## config.mk

```make
export PLATFORM = sky130hd
export DESIGN_NAME = instruction_encode
export DESIGN_NICKNAME = d
export VERILOG_FILES = /design/src/rtl/instruction_encode.sv
export SDC_FILE = /design/constraint.sdc
export NUM_CORES = 1
export LEC_CHECK = 0
export ABC_AREA = 0
export CAP_MARGIN = 30
export CORE_ASPECT_RATIO = 0.5
export CORE_UTILIZATION = 45
export CTS_CLUSTER_DIAMETER = 50
export CTS_CLUSTER_SIZE = 8
export DETAILED_ROUTE_END_ITERATION = 8
export GPL_TIMING_DRIVEN = 0
export HOLD_SLACK_MARGIN = 0.1
export PLACE_DENSITY = 0.89
export SETUP_SLACK_MARGIN = 0.3
export SLEW_MARGIN = 20
export SYNTH_ARGS = -nofsm -noshare
export SYNTH_HDL_FRONTEND = slang
export SYNTH_SLANG_ARGS = --single-unit
```

## constraint.sdc

```tcl
create_clock -name clock -period 4.3 [get_ports clock]
set_clock_uncertainty 0.2 [all_clocks]
set_input_delay 0.645 -clock clock [delete_from_list [all_inputs] [get_ports clock]]
set_output_delay 0.645 -clock clock [all_outputs]
set_load 0.01 [all_outputs]
```

## src/rtl/instruction_encode.sv

```systemverilog
// RV32I instruction encoder: maps an instruction id plus operands to a 32-bit word and streams
// it, with a byte address, through a one-entry valid/ready output register.
module instruction_encode #(
  parameter int unsigned ADDR_W    = 10,
  parameter int unsigned BASE_ADDR = 0
) (
  input  logic              clock,
  input  logic              reset,
  input  logic              in_valid,
  output logic              in_ready,
  input  logic [5:0]        instr_id,
  input  logic [4:0]        rd,
  input  logic [4:0]        rs1,
  input  logic [4:0]        rs2,
  input  logic [31:0]       imm,
  output logic              out_valid,
  input  logic              out_ready,
  output logic [31:0]       out_word,
  output logic [ADDR_W-1:0] out_addr,
  output logic              err,
  output logic [7:0]        err_count
);

  localparam logic [6:0] OpReg    = 7'h33;
  localparam logic [6:0] OpImm    = 7'h13;
  localparam logic [6:0] OpLoad   = 7'h03;
  localparam logic [6:0] OpStore  = 7'h23;
  localparam logic [6:0] OpBranch = 7'h63;
  localparam logic [6:0] OpJal    = 7'h6F;
  localparam logic [6:0] OpJalr   = 7'h67;
  localparam logic [6:0] OpLui    = 7'h37;
  localparam logic [6:0] OpAuipc  = 7'h17;

  typedef enum logic [2:0] {FmtR, FmtI, FmtSh, FmtS, FmtB, FmtJ, FmtU} fmt_e;

  fmt_e        fmt;
  logic [2:0]  f3;
  logic [6:0]  f7;
  logic [6:0]  opcode;
  logic        legal;
  logic [31:0] enc_word;

  logic              out_valid_q, out_valid_d;
  logic [31:0]       out_word_q, out_word_d;
  logic [ADDR_W-1:0] addr_q, addr_d;
  logic              err_q, err_d;
  logic [7:0]        err_count_q, err_count_d;

  logic accept, out_hs;

  // Id decode: select format, opcode and function fields.
  always_comb begin
    fmt    = FmtR;
    f3     = 3'd0;
    f7     = 7'h00;
    opcode = OpReg;
    legal  = 1'b1;
    case (instr_id)
      6'd0:  f3 = 3'd0;
      6'd1:  begin f3 = 3'd0; f7 = 7'h20; end
      6'd2:  f3 = 3'd4;
      6'd3:  f3 = 3'd6;
      6'd4:  f3 = 3'd7;
      6'd5:  f3 = 3'd1;
      6'd6:  f3 = 3'd5;
      6'd7:  begin f3 = 3'd5; f7 = 7'h20; end
      6'd8:  f3 = 3'd2;
      6'd9:  f3 = 3'd3;
      6'd10: begin fmt = FmtI; opcode = OpImm; f3 = 3'd0; end
      6'd11: begin fmt = FmtI; opcode = OpImm; f3 = 3'd4; end
      6'd12: begin fmt = FmtI; opcode = OpImm; f3 = 3'd6; end
      6'd13: begin fmt = FmtI; opcode = OpImm; f3 = 3'd7; end
      6'd14: begin fmt = FmtSh; opcode = OpImm; f3 = 3'd1; end
      6'd15: begin fmt = FmtSh; opcode = OpImm; f3 = 3'd5; end
      6'd16: begin fmt = FmtSh; opcode = OpImm; f3 = 3'd5; f7 = 7'h20; end
      6'd17: begin fmt = FmtI; opcode = OpImm; f3 = 3'd2; end
      6'd18: begin fmt = FmtI; opcode = OpImm; f3 = 3'd3; end
      6'd19: begin fmt = FmtI; opcode = OpLoad; f3 = 3'd0; end
      6'd20: begin fmt = FmtI; opcode = OpLoad; f3 = 3'd1; end
      6'd21: begin fmt = FmtI; opcode = OpLoad; f3 = 3'd2; end
      6'd22: begin fmt = FmtI; opcode = OpLoad; f3 = 3'd4; end
      6'd23: begin fmt = FmtI; opcode = OpLoad; f3 = 3'd5; end
      6'd24: begin fmt = FmtS; opcode = OpStore; f3 = 3'd0; end
      6'd25: begin fmt = FmtS; opcode = OpStore; f3 = 3'd1; end
      6'd26: begin fmt = FmtS; opcode = OpStore; f3 = 3'd2; end
      6'd27: begin fmt = FmtB; opcode = OpBranch; f3 = 3'd0; end
      6'd28: begin fmt = FmtB; opcode = OpBranch; f3 = 3'd1; end
      6'd29: begin fmt = FmtB; opcode = OpBranch; f3 = 3'd4; end
      6'd30: begin fmt = FmtB; opcode = OpBranch; f3 = 3'd5; end
      6'd31: begin fmt = FmtB; opcode = OpBranch; f3 = 3'd6; end
      6'd32: begin fmt = FmtB; opcode = OpBranch; f3 = 3'd7; end
      6'd33: begin fmt = FmtJ; opcode = OpJal; end
      6'd34: begin fmt = FmtI; opcode = OpJalr; f3 = 3'd0; end
      6'd35: begin fmt = FmtU; opcode = OpLui; end
      6'd36: begin fmt = FmtU; opcode = OpAuipc; end
      default: legal = 1'b0;
    endcase
  end

  // Word assembly: only the fields belonging to the selected format reach the output.
  always_comb begin
    enc_word = '0;
    case (fmt)
      FmtR:    enc_word = {f7, rs2, rs1, f3, rd, opcode};
      FmtI:    enc_word = {imm[11:0], rs1, f3, rd, opcode};
      FmtSh:   enc_word = {f7, imm[4:0], rs1, f3, rd, opcode};
      FmtS:    enc_word = {imm[11:5], rs2, rs1, f3, imm[4:0], opcode};
      FmtB:    enc_word = {imm[12], imm[10:5], rs2, rs1, f3, imm[4:1], imm[11], opcode};
      FmtJ:    enc_word = {imm[20], imm[10:1], imm[11], imm[19:12], rd, opcode};
      FmtU:    enc_word = {imm[31:12], rd, opcode};
      default: enc_word = '0;
    endcase
  end

  assign in_ready = ~out_valid_q | out_ready;
  assign accept   = in_valid & in_ready;
  assign out_hs   = out_valid_q & out_ready;

  always_comb begin
    out_valid_d = out_valid_q;
    out_word_d  = out_word_q;
    addr_d      = addr_q;
    err_d       = accept & ~legal;
    err_count_d = err_count_q;
    if (out_hs) begin
      out_valid_d = 1'b0;
      addr_d      = addr_q + ADDR_W'(4);
    end
    // A legal accept in the same cycle as a handshake replaces the word without a bubble.
    if (accept && legal) begin
      out_valid_d = 1'b1;
      out_word_d  = enc_word;
    end
    if (accept && !legal && err_count_q != 8'hFF) begin
      err_count_d = err_count_q + 8'd1;
    end
  end

  always_ff @(posedge clock or posedge reset) begin
    if (reset) begin
      out_valid_q <= 1'b0;
      out_word_q  <= '0;
      addr_q      <= ADDR_W'(BASE_ADDR);
      err_q       <= 1'b0;
      err_count_q <= '0;
    end else begin
      out_valid_q <= out_valid_d;
      out_word_q  <= out_word_d;
      addr_q      <= addr_d;
      err_q       <= err_d;
      err_count_q <= err_count_d;
    end
  end

  assign out_valid = out_valid_q;
  assign out_word  = out_word_q;
  assign out_addr  = addr_q;
  assign err       = err_q;
  assign err_count = err_count_q;

endmodule
```

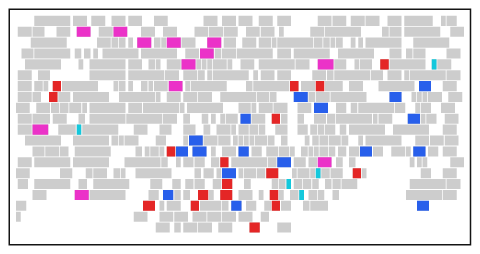
*Gate-type map, run 1*
(4 px per um)
[magenta] mux cells | cells: 12 | most used: mux2i_1
[red] and/or cells | cells: 18
[cyan] inv cells | cells: 5 | most used: inv_1
[blue] non-inverting ao/oa cells | cells: 17 | most used: o22a_1
Final Non-Filler Cells: 514
multi-input combinational area share: 35.33%

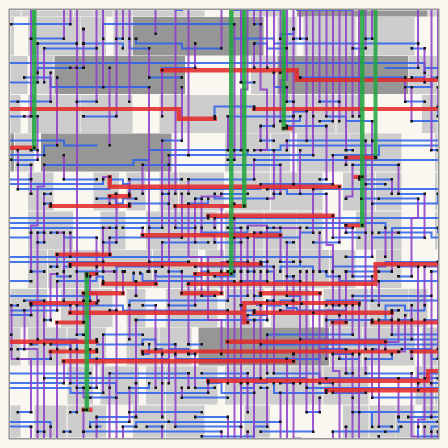
*Close-up of the layout, run 1*
Window x 42 to 72, y 14 to 44 um. Cells in grey, sequential cells in the stronger grey; small squares are vias.
[purple] M2
[red] M3
[green] M4
[blue] M1
netlist names of flops here include: out_word (5)
cells with their middle in the window: 86
sequential cells in the window: 5
most frequent: clkdlybuf4s50_1 (10), nor2_1 (9), nand2_1 (8)

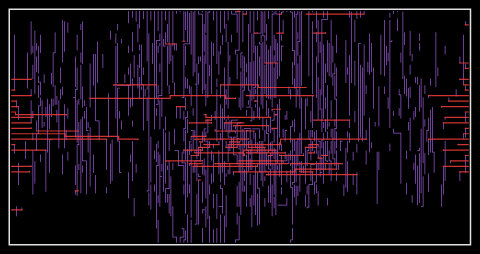
*Signal wires by layer, run 1*
(4 px per um) Two of the layers only.
[purple] M2 | wire length: 3880 um
[red] M3 | wire length: 628 um
DR vias: 2917
wire per inst: 16.50 um
Total Routed Length: 8.481 mm
GRT Total Usage: 26.13%

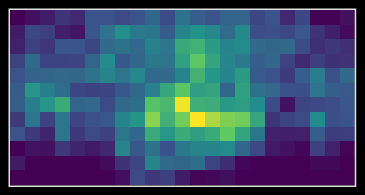
*Signal metal coverage by tile, run 1*
(3 px per um) 23 x 12 tiles, from dark purple (low) to yellow (high), scaled to the fullest tile. Values are wire area over tile area, all layers added.
nearly empty tiles: 12%
fullest tile: 0.72
mean over tiles: 0.21

==> results_slide.txt, run 1 <==
Synthesis and Place & Route Summary

Status
  – Outcome: finished clean

GRT
  – Vias in the first global route: 2593
  – Congestion Overflow GR: 0
  – Met3 Use GR: 6.179%
  – Met2 Use GR: 41.82%

Hold path
  – Worst Hold Depth: 1
  – Hold crit path type: flop to flop
  – Worst Hold End: out_addr[9]

Pwr
  – Power in the clock group: 0.381 mW
  – Share of power burned in registers: 40.7%
  – Seq pwr: 0.650 mW
  – Combinational logic power: 0.569 mW

Timing
  – Relative slew margins: 65.16%
  – Hold Slack: 0.2666 ns
  – Slew @ Worst Pin: 0.5213 ns
  – Pins Over Slew Limit: 0
  – Hold Violations, Final: 0

Place
  – PortBufs: 106
  – Gp weighted congestion: 0.9139
  – Placed inst area: 4065 um^2

Logic synthesis
  – Post-synth EDFFs: 0
  – Yosys chip area: 2870 um^2
  – Adder-cell area share of the yosys netlist: 0.8718%
  – Syn Inst Count: 310
  – Synth Seq Share: 42.72%
  – AO/OA Area Share: 19.66%
  – Cell Type Count: 62

Drt
  – Met2 routed WL: 3.881 mm
  – DRC: 0

Critical path
  – Crit path max-delay family: buffers and inverters
  – Cell Chain, Critical Path: clkdlybuf4s50_1 > nand2b_1 > clkdlybuf4s50_1
  – Slowest cell on the critical path: clkdlybuf4s50_1

Clock network
  – Setup Buffers After CTS: 0
  – CTS buffer count: 5
  – CTS sink cnt: 49

Floorplan
  – FP Util: 47.01%

Finish
  – Design Area, Final: 4208 um^2
  – Ant diodes: 0
  – Inverters: 5
  – #MultiIn Comb: 231
### Cell outlines without signal wires, run 1

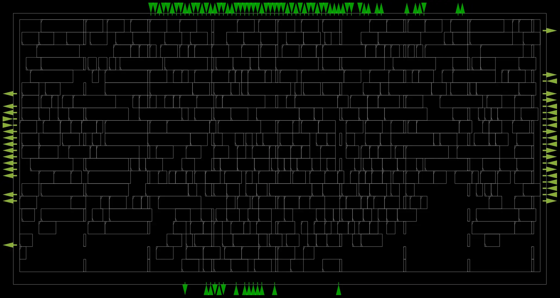

## Run 2: what changed since run 1
- CORE_UTILIZATION: 45 -> 40
- PLACE_DENSITY: 0.89 -> 0.84
- clock period: 4.3 -> 2.45 ns (I/O delays scaled with it)
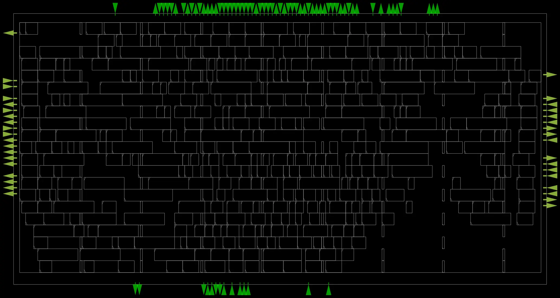
*Cell outlines without signal wires, run 2*
Tapcell Cnt: 92
Final Non-Filler Cells: 524
sequential cell area share: 27.64%
Layout fillers: 577

==> results_slide.txt, run 2 <==
Synthesis and Place & Route Summary

Finish
  – Inverters: 5 (unchanged)
  – Design Area, Final: 4437 um^2 (+5.4%)
  – Multi-input combinational area share: 35.76% (+0.43 points)

Clock network
  – Setup Buffers After CTS: 2 (+2)
  – CTS sink cnt: 49 (unchanged)

Timing
  – Relative slew margins: 65.61% (+0.46 points)
  – Hold Violations, Final: 0 (unchanged)
  – Pins Over Slew Limit: 0 (unchanged)
  – Hold Slack: 0.2209 ns (-0.04570 ns)
  – Slew @ Worst Pin: 0.5150 ns (-0.006232 ns)

GRT
  – Vias in the first global route: 2699 (+4.1%)
  – Met2 Use GR: 38.10% (-3.7 points)
  – GRT Total Usage: 23.82% (-2.3 points)
  – Met3 Use GR: 5.931% (-0.25 points)
  – Congestion Overflow GR: 0 (unchanged)

Logic synthesis
  – Adder-cell area share of the yosys netlist: 0.8718% (unchanged)
  – Syn Inst Count: 310 (unchanged)
  – AO/OA Area Share: 19.66% (unchanged)
  – Synth Seq Share: 42.72% (unchanged)
  – Post-synth EDFFs: 0 (unchanged)

Drt
  – Wire per inst: 16.69 um (+1.2%)
  – Met2 routed WL: 4.070 mm (+4.9%)

Status
  – Outcome: finished clean

Critical path
  – Cell Chain, Critical Path: dlygate4sd2_1 > or2_4 > o21ai_2 > and3_1 > buf_2 > buf_2 > nand2_1 > o22a_1
  – Crit path max-delay family: buffers and inverters

Pwr
  – Share of power burned in registers: 37.1% (-3.6 points)
  – Combinational logic power: 1.02 mW (+79%)

Place
  – PortBufs: 106 (unchanged)
  – Placed inst area: 4070 um^2 (+0.12%)

Floorplan
  – FP Util: 42.18% (-4.8 points)
Power is estimated from default activity; no workload was simulated.
